--- config.mk ---
export PLATFORM = sky130hd
export DESIGN_NAME = requant_writeback_packer
export DESIGN_NICKNAME = d
export VERILOG_FILES = /design/src/rtl/requant_writeback_packer_pkg.sv /design/src/rtl/wb_sync_fifo.sv /design/src/rtl/requant_writeback_packer.sv
export SDC_FILE = /design/constraint.sdc
export NUM_CORES = 2
export LEC_CHECK = 0
export ABC_AREA = 1
export CORE_ASPECT_RATIO = 1.4
export CORE_MARGIN = 8
export CORE_UTILIZATION = 30
export DETAILED_ROUTE_END_ITERATION = 12
export PLACE_DENSITY = 0.45
export SLEW_MARGIN = 0
export SYNTH_ARGS = -nofsm -noshare
export SYNTH_HDL_FRONTEND = slang
export SYNTH_SLANG_ARGS = --single-unit
--- constraint.sdc ---
create_clock -name clk -period 25.9 [get_ports clk]
set_input_delay 5.18 -clock clk [delete_from_list [all_inputs] [get_ports clk]]
set_output_delay 5.18 -clock clk [all_outputs]
set_load 0.02 [all_outputs]
--- src/rtl/requant_writeback_packer_pkg.sv ---
// Shared types for the requantizer write-back packer.
// Holds the int8 lane type and the pass-control FSM encoding.
package requant_writeback_packer_pkg;

  typedef logic signed [7:0] int8_t;

  typedef enum logic [1:0] {
    StIdle,
    StActive,
    StDone
  } wb_state_e;

endpackage

--- src/rtl/wb_sync_fifo.sv ---
// Synchronous FIFO for completed {addr, data} words.
// A push into a full FIFO is accepted when a pop happens in the same cycle.
module wb_sync_fifo #(
  parameter int unsigned Width = 8,
  parameter int unsigned Depth = 4
) (
  input  logic             clk_i,
  input  logic             rst_ni,
  input  logic             push_i,
  input  logic [Width-1:0] data_i,
  input  logic             pop_i,
  output logic [Width-1:0] data_o,
  output logic             full_o,
  output logic             empty_o
);

  localparam int unsigned PtrW = (Depth > 1) ? $clog2(Depth) : 1;
  localparam int unsigned CntW = $clog2(Depth + 1);

  logic [Width-1:0] mem_q [Depth];
  logic [Width-1:0] mem_d [Depth];
  logic [PtrW-1:0]  wr_ptr_q, wr_ptr_d, rd_ptr_q, rd_ptr_d;
  logic [CntW-1:0]  cnt_q, cnt_d;
  logic             do_push, do_pop;

  assign full_o  = (cnt_q == CntW'(Depth));
  assign empty_o = (cnt_q == '0);
  assign do_pop  = pop_i && !empty_o;
  assign do_push = push_i && (!full_o || do_pop);
  assign data_o  = mem_q[rd_ptr_q];

  always_comb begin
    mem_d    = mem_q;
    wr_ptr_d = wr_ptr_q;
    rd_ptr_d = rd_ptr_q;
    cnt_d    = cnt_q;
    if (do_push) begin
      mem_d[wr_ptr_q] = data_i;
      wr_ptr_d = (wr_ptr_q == PtrW'(Depth - 1)) ? '0 : wr_ptr_q + 1'b1;
    end
    if (do_pop) begin
      rd_ptr_d = (rd_ptr_q == PtrW'(Depth - 1)) ? '0 : rd_ptr_q + 1'b1;
    end
    if (do_push && !do_pop) begin
      cnt_d = cnt_q + 1'b1;
    end else if (!do_push && do_pop) begin
      cnt_d = cnt_q - 1'b1;
    end
  end

  always_ff @(posedge clk_i or negedge rst_ni) begin
    if (!rst_ni) begin
      for (int i = 0; i < Depth; i++) begin
        mem_q[i] <= '0;
      end
      wr_ptr_q <= '0;
      rd_ptr_q <= '0;
      cnt_q    <= '0;
    end else begin
      mem_q    <= mem_d;
      wr_ptr_q <= wr_ptr_d;
      rd_ptr_q <= rd_ptr_d;
      cnt_q    <= cnt_d;
    end
  end

endmodule

--- src/rtl/requant_writeback_packer.sv ---
// Gathers per-lane int8 requantizer results into packed pixel words and writes
// them to tensor RAM through a small completion FIFO.
module requant_writeback_packer
  import requant_writeback_packer_pkg::*;
#(
  parameter int unsigned SA_N       = 4,
  parameter int unsigned MAX_N      = 16,
  parameter int unsigned N_BITS     = $clog2(MAX_N),
  parameter int unsigned ADDR_WIDTH = 16,
  parameter int unsigned PEND_DEPTH = 4,
  parameter int unsigned FIFO_DEPTH = 4
) (
  input  logic                             clk,
  input  logic                             reset_n,
  input  logic                             cfg_valid,
  input  logic [ADDR_WIDTH-1:0]            cfg_base,
  input  logic [N_BITS:0]                  cfg_width,
  input  logic [7:0]                       cfg_groups,
  input  logic [7:0]                       cfg_group,
  input  logic [2*N_BITS:0]                cfg_num_pixels,
  input  logic [SA_N-1:0]                  in_valid,
  input  logic [SA_N-1:0][N_BITS-1:0]      in_row,
  input  logic [SA_N-1:0][N_BITS-1:0]      in_col,
  input  int8_t [SA_N-1:0]                 in_data,
  output logic                             wr_valid,
  input  logic                             wr_ready,
  output logic [ADDR_WIDTH-1:0]            wr_addr,
  output logic [SA_N*8-1:0]                wr_data,
  output logic                             busy,
  output logic                             done,
  output logic                             overflow_err,
  output logic                             dup_err
);

  typedef logic [SA_N*8-1:0] wb_word_t;

  typedef struct packed {
    logic              valid;
    logic [N_BITS-1:0] row;
    logic [N_BITS-1:0] col;
    logic [SA_N-1:0]   mask;
    wb_word_t          bytes;
  } pend_entry_t;

  localparam int unsigned FifoW = ADDR_WIDTH + SA_N * 8;

  wb_state_e          state_q, state_d;
  logic [ADDR_WIDTH-1:0] base_q, base_d;
  logic [N_BITS:0]    width_q, width_d;
  logic [7:0]         groups_q, groups_d, group_q, group_d;
  logic [2*N_BITS:0]  num_q, num_d, cnt_q, cnt_d;
  logic               ovf_q, ovf_d, dup_q, dup_d;
  pend_entry_t        tbl_q [PEND_DEPTH];
  pend_entry_t        tbl_d [PEND_DEPTH];

  logic               ovf_set, dup_set, lane_hit;
  logic               push_found, fifo_push, fifo_pop, fifo_full, fifo_empty;
  int                 push_idx;
  logic [N_BITS-1:0]  push_row, push_col;
  wb_word_t           push_bytes;
  logic [ADDR_WIDTH-1:0] push_addr;
  logic [FifoW-1:0]   fifo_dout;

  assign wr_valid     = !fifo_empty;
  assign fifo_pop     = wr_valid && wr_ready;
  assign {wr_addr, wr_data} = fifo_dout;
  assign busy         = (state_q != StIdle);
  assign done         = (state_q == StDone);
  assign overflow_err = ovf_q;
  assign dup_err      = dup_q;

  // Word address computed wide, then truncated to the RAM address width.
  assign push_addr = ADDR_WIDTH'(32'(base_q)
                     + (32'(push_row) * 32'(width_q) + 32'(push_col)) * 32'(groups_q)
                     + 32'(group_q));

  always_comb begin
    tbl_d      = tbl_q;
    ovf_set    = 1'b0;
    dup_set    = 1'b0;
    lane_hit   = 1'b0;
    push_found = 1'b0;
    push_idx   = 0;
    push_row   = '0;
    push_col   = '0;
    push_bytes = '0;

    // Eligibility comes from registered state, so a completing byte waits a cycle.
    for (int i = 0; i < PEND_DEPTH; i++) begin
      if (!push_found && tbl_q[i].valid && (&tbl_q[i].mask)) begin
        push_found = 1'b1;
        push_idx   = i;
        push_row   = tbl_q[i].row;
        push_col   = tbl_q[i].col;
        push_bytes = tbl_q[i].bytes;
      end
    end

    for (int ch = 0; ch < SA_N; ch++) begin
      if (in_valid[ch]) begin
        if (state_q != StActive) begin
          ovf_set = 1'b1;
        end else begin
          lane_hit = 1'b0;
          for (int i = 0; i < PEND_DEPTH; i++) begin
            if (!lane_hit && tbl_d[i].valid && tbl_d[i].row == in_row[ch]
                && tbl_d[i].col == in_col[ch]) begin
              lane_hit = 1'b1;
              dup_set  = dup_set | tbl_d[i].mask[ch];
              tbl_d[i].mask[ch] = 1'b1;
              tbl_d[i].bytes[8*ch +: 8] = in_data[ch];
            end
          end
          // Entry being pushed this cycle still reads valid, so it is not reused yet.
          for (int i = 0; i < PEND_DEPTH; i++) begin
            if (!lane_hit && !tbl_d[i].valid) begin
              lane_hit       = 1'b1;
              tbl_d[i].valid = 1'b1;
              tbl_d[i].row   = in_row[ch];
              tbl_d[i].col   = in_col[ch];
              tbl_d[i].mask  = '0;
              tbl_d[i].bytes = '0;
              tbl_d[i].mask[ch] = 1'b1;
              tbl_d[i].bytes[8*ch +: 8] = in_data[ch];
            end
          end
          if (!lane_hit) begin
            ovf_set = 1'b1;
          end
        end
      end
    end

    fifo_push = push_found && (!fifo_full || fifo_pop);
    for (int i = 0; i < PEND_DEPTH; i++) begin
      if (fifo_push && i == push_idx) begin
        tbl_d[i].valid = 1'b0;
        tbl_d[i].mask  = '0;
      end
    end
  end

  always_comb begin
    state_d  = state_q;
    base_d   = base_q;
    width_d  = width_q;
    groups_d = groups_q;
    group_d  = group_q;
    num_d    = num_q;
    cnt_d    = fifo_pop ? cnt_q + 1'b1 : cnt_q;
    ovf_d    = ovf_q | ovf_set;
    dup_d    = dup_q | dup_set;
    case (state_q)
      StIdle: begin
        if (cfg_valid) begin
          state_d  = StActive;
          base_d   = cfg_base;
          width_d  = cfg_width;
          groups_d = cfg_groups;
          group_d  = cfg_group;
          num_d    = cfg_num_pixels;
          cnt_d    = '0;
          ovf_d    = ovf_set;
          dup_d    = 1'b0;
        end
      end
      StActive: begin
        if (num_q == '0 || (fifo_pop && cnt_d == num_q)) begin
          state_d = StDone;
        end
      end
      StDone:  state_d = StIdle;
      default: state_d = StIdle;
    endcase
  end

  always_ff @(posedge clk or negedge reset_n) begin
    if (!reset_n) begin
      state_q  <= StIdle;
      base_q   <= '0;
      width_q  <= '0;
      groups_q <= '0;
      group_q  <= '0;
      num_q    <= '0;
      cnt_q    <= '0;
      ovf_q    <= 1'b0;
      dup_q    <= 1'b0;
      for (int i = 0; i < PEND_DEPTH; i++) begin
        tbl_q[i] <= '0;
      end
    end else begin
      state_q  <= state_d;
      base_q   <= base_d;
      width_q  <= width_d;
      groups_q <= groups_d;
      group_q  <= group_d;
      num_q    <= num_d;
      cnt_q    <= cnt_d;
      ovf_q    <= ovf_d;
      dup_q    <= dup_d;
      tbl_q    <= tbl_d;
    end
  end

  wb_sync_fifo #(
    .Width(FifoW),
    .Depth(FIFO_DEPTH)
  ) u_fifo (
    .clk_i  (clk),
    .rst_ni (reset_n),
    .push_i (fifo_push),
    .data_i ({push_addr, push_bytes}),
    .pop_i  (fifo_pop),
    .data_o (fifo_dout),
    .full_o (fifo_full),
    .empty_o(fifo_empty)
  );

endmodule

Placed standard cells:
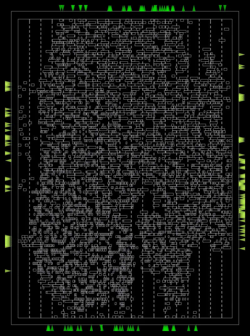
final std cells w/o fill: 5,013
final core utilization: 35.0%
tapcells inserted: 1,224
Flops: 438
Core Rows: 134

Register map, names as in the netlist:
Scale bar: 100 um. Other sequential cells in the stronger gray, the rest of the logic in the fainter gray.
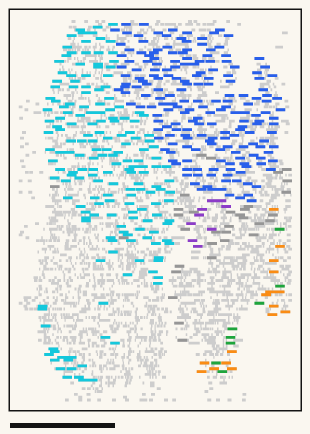
Orange stands for base_q, flops 16, where bottom right. Cyan stands for tbl_q, flops 180. Blue stands for u_fifo.mem_q, flops 192. Green stands for groups_q, flops 8, where bottom right. Purple stands for cnt_q, flops 9.
Another 33 sequential cells are not colored.
Storage cell area: 0.0110 sq mm
Flop+latch power: 0.867 mW
Seq/total area: 32.9%

Local utilization:
28 x 38 tiles, from white (low) to dark blue (high), 0 to 100% covered.
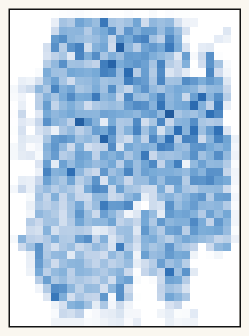
21% of the tiles are nearly empty. The mean over all tiles is 30%. The fullest tile reaches 83%. The emptiest ninth of the die: bottom right. 0.80% of the tiles are over 75% full.

Metal 3:
Scale bar: 100 um.
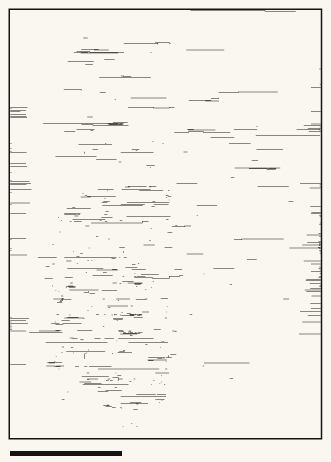
The wires run mostly horizontal. The layer holds 3.8% of the routed length.
via count: 25,226
DRT Wirelength: 108,000 um
grt met3 use: 2.25%

==> results_dict.tcl <==
# implementation run metrics
set metrics [dict create \
    wire_per_inst_um 21.6 \
    aoi_share_pct 9.84 \
    ys_cells 3656 \
    syn_avg_cell_area_sq_um 7.86 \
    die_area_sq_mm 0.106 \
    clockBufferCount 77 \
    n_all_inverters 448 \
    pwr-share-clk_pct 30.0 \
    wl_met3_um 4100 \
    grt_overflow 0 \
    cellPowerDensity_mw_per_mm2 78.4 \
    synth-edff-count 0 \
    finalInstanceArea_sq_mm 0.0333 \
    setup_tns_ps 0 \
    rsz0062_at_grt "false" \
    synthFlopType "dfrtp_1" \
    post_dp_cell_area_sq_mm 0.0315 \
    worstSetupPathType "primary input to register" \
    grt_usage_pct 20.1 \
    p_leak_nw 16.8 \
    hp-class "register to register" \
    buf_share_pct 5.79 \
    startpoint_type "primary input" \
    vdd_drop_max_mv 0.0461 \
    synth_area_sq_mm 0.0287 \
    drt-pass1-iter-count 5 \
    largest_class "combinational gates" \
    lay_top_count "nand2_1" \
    synth_area_leader_cell "dfrtp_1" \
    comb_power_share_pct 36.8 \
    min_period_over_period_pct 49.8 \
    r2r_slack_ps 14140 \
    sh_comb_area_pct 46.1 \
    synth_flop_count 438 \
    clk_share_pct 5.51 \
    fa_ha_area_share_pct 8.41 \
    place_ws_ps 12420 \
    endpoint "tbl_q[140]$_DFF_PN0_" \
    worst_r2r_path_depth 43 \
    mux_area_share_pct 7.56 \
    openroad.warnings 33 \
    fmax_ghz 0.0775 \
    common_cells "998 x nand2_1, 438 x dfrtp_1, 393 x inv_1" \
    nNonClkBuffers 198 \
    hold_start "group_q[1]$_DFFE_PN0P_" \
    busiest_layer "met2" \
    status "finished clean" \
]
Power and IR drop assume default switching activity.
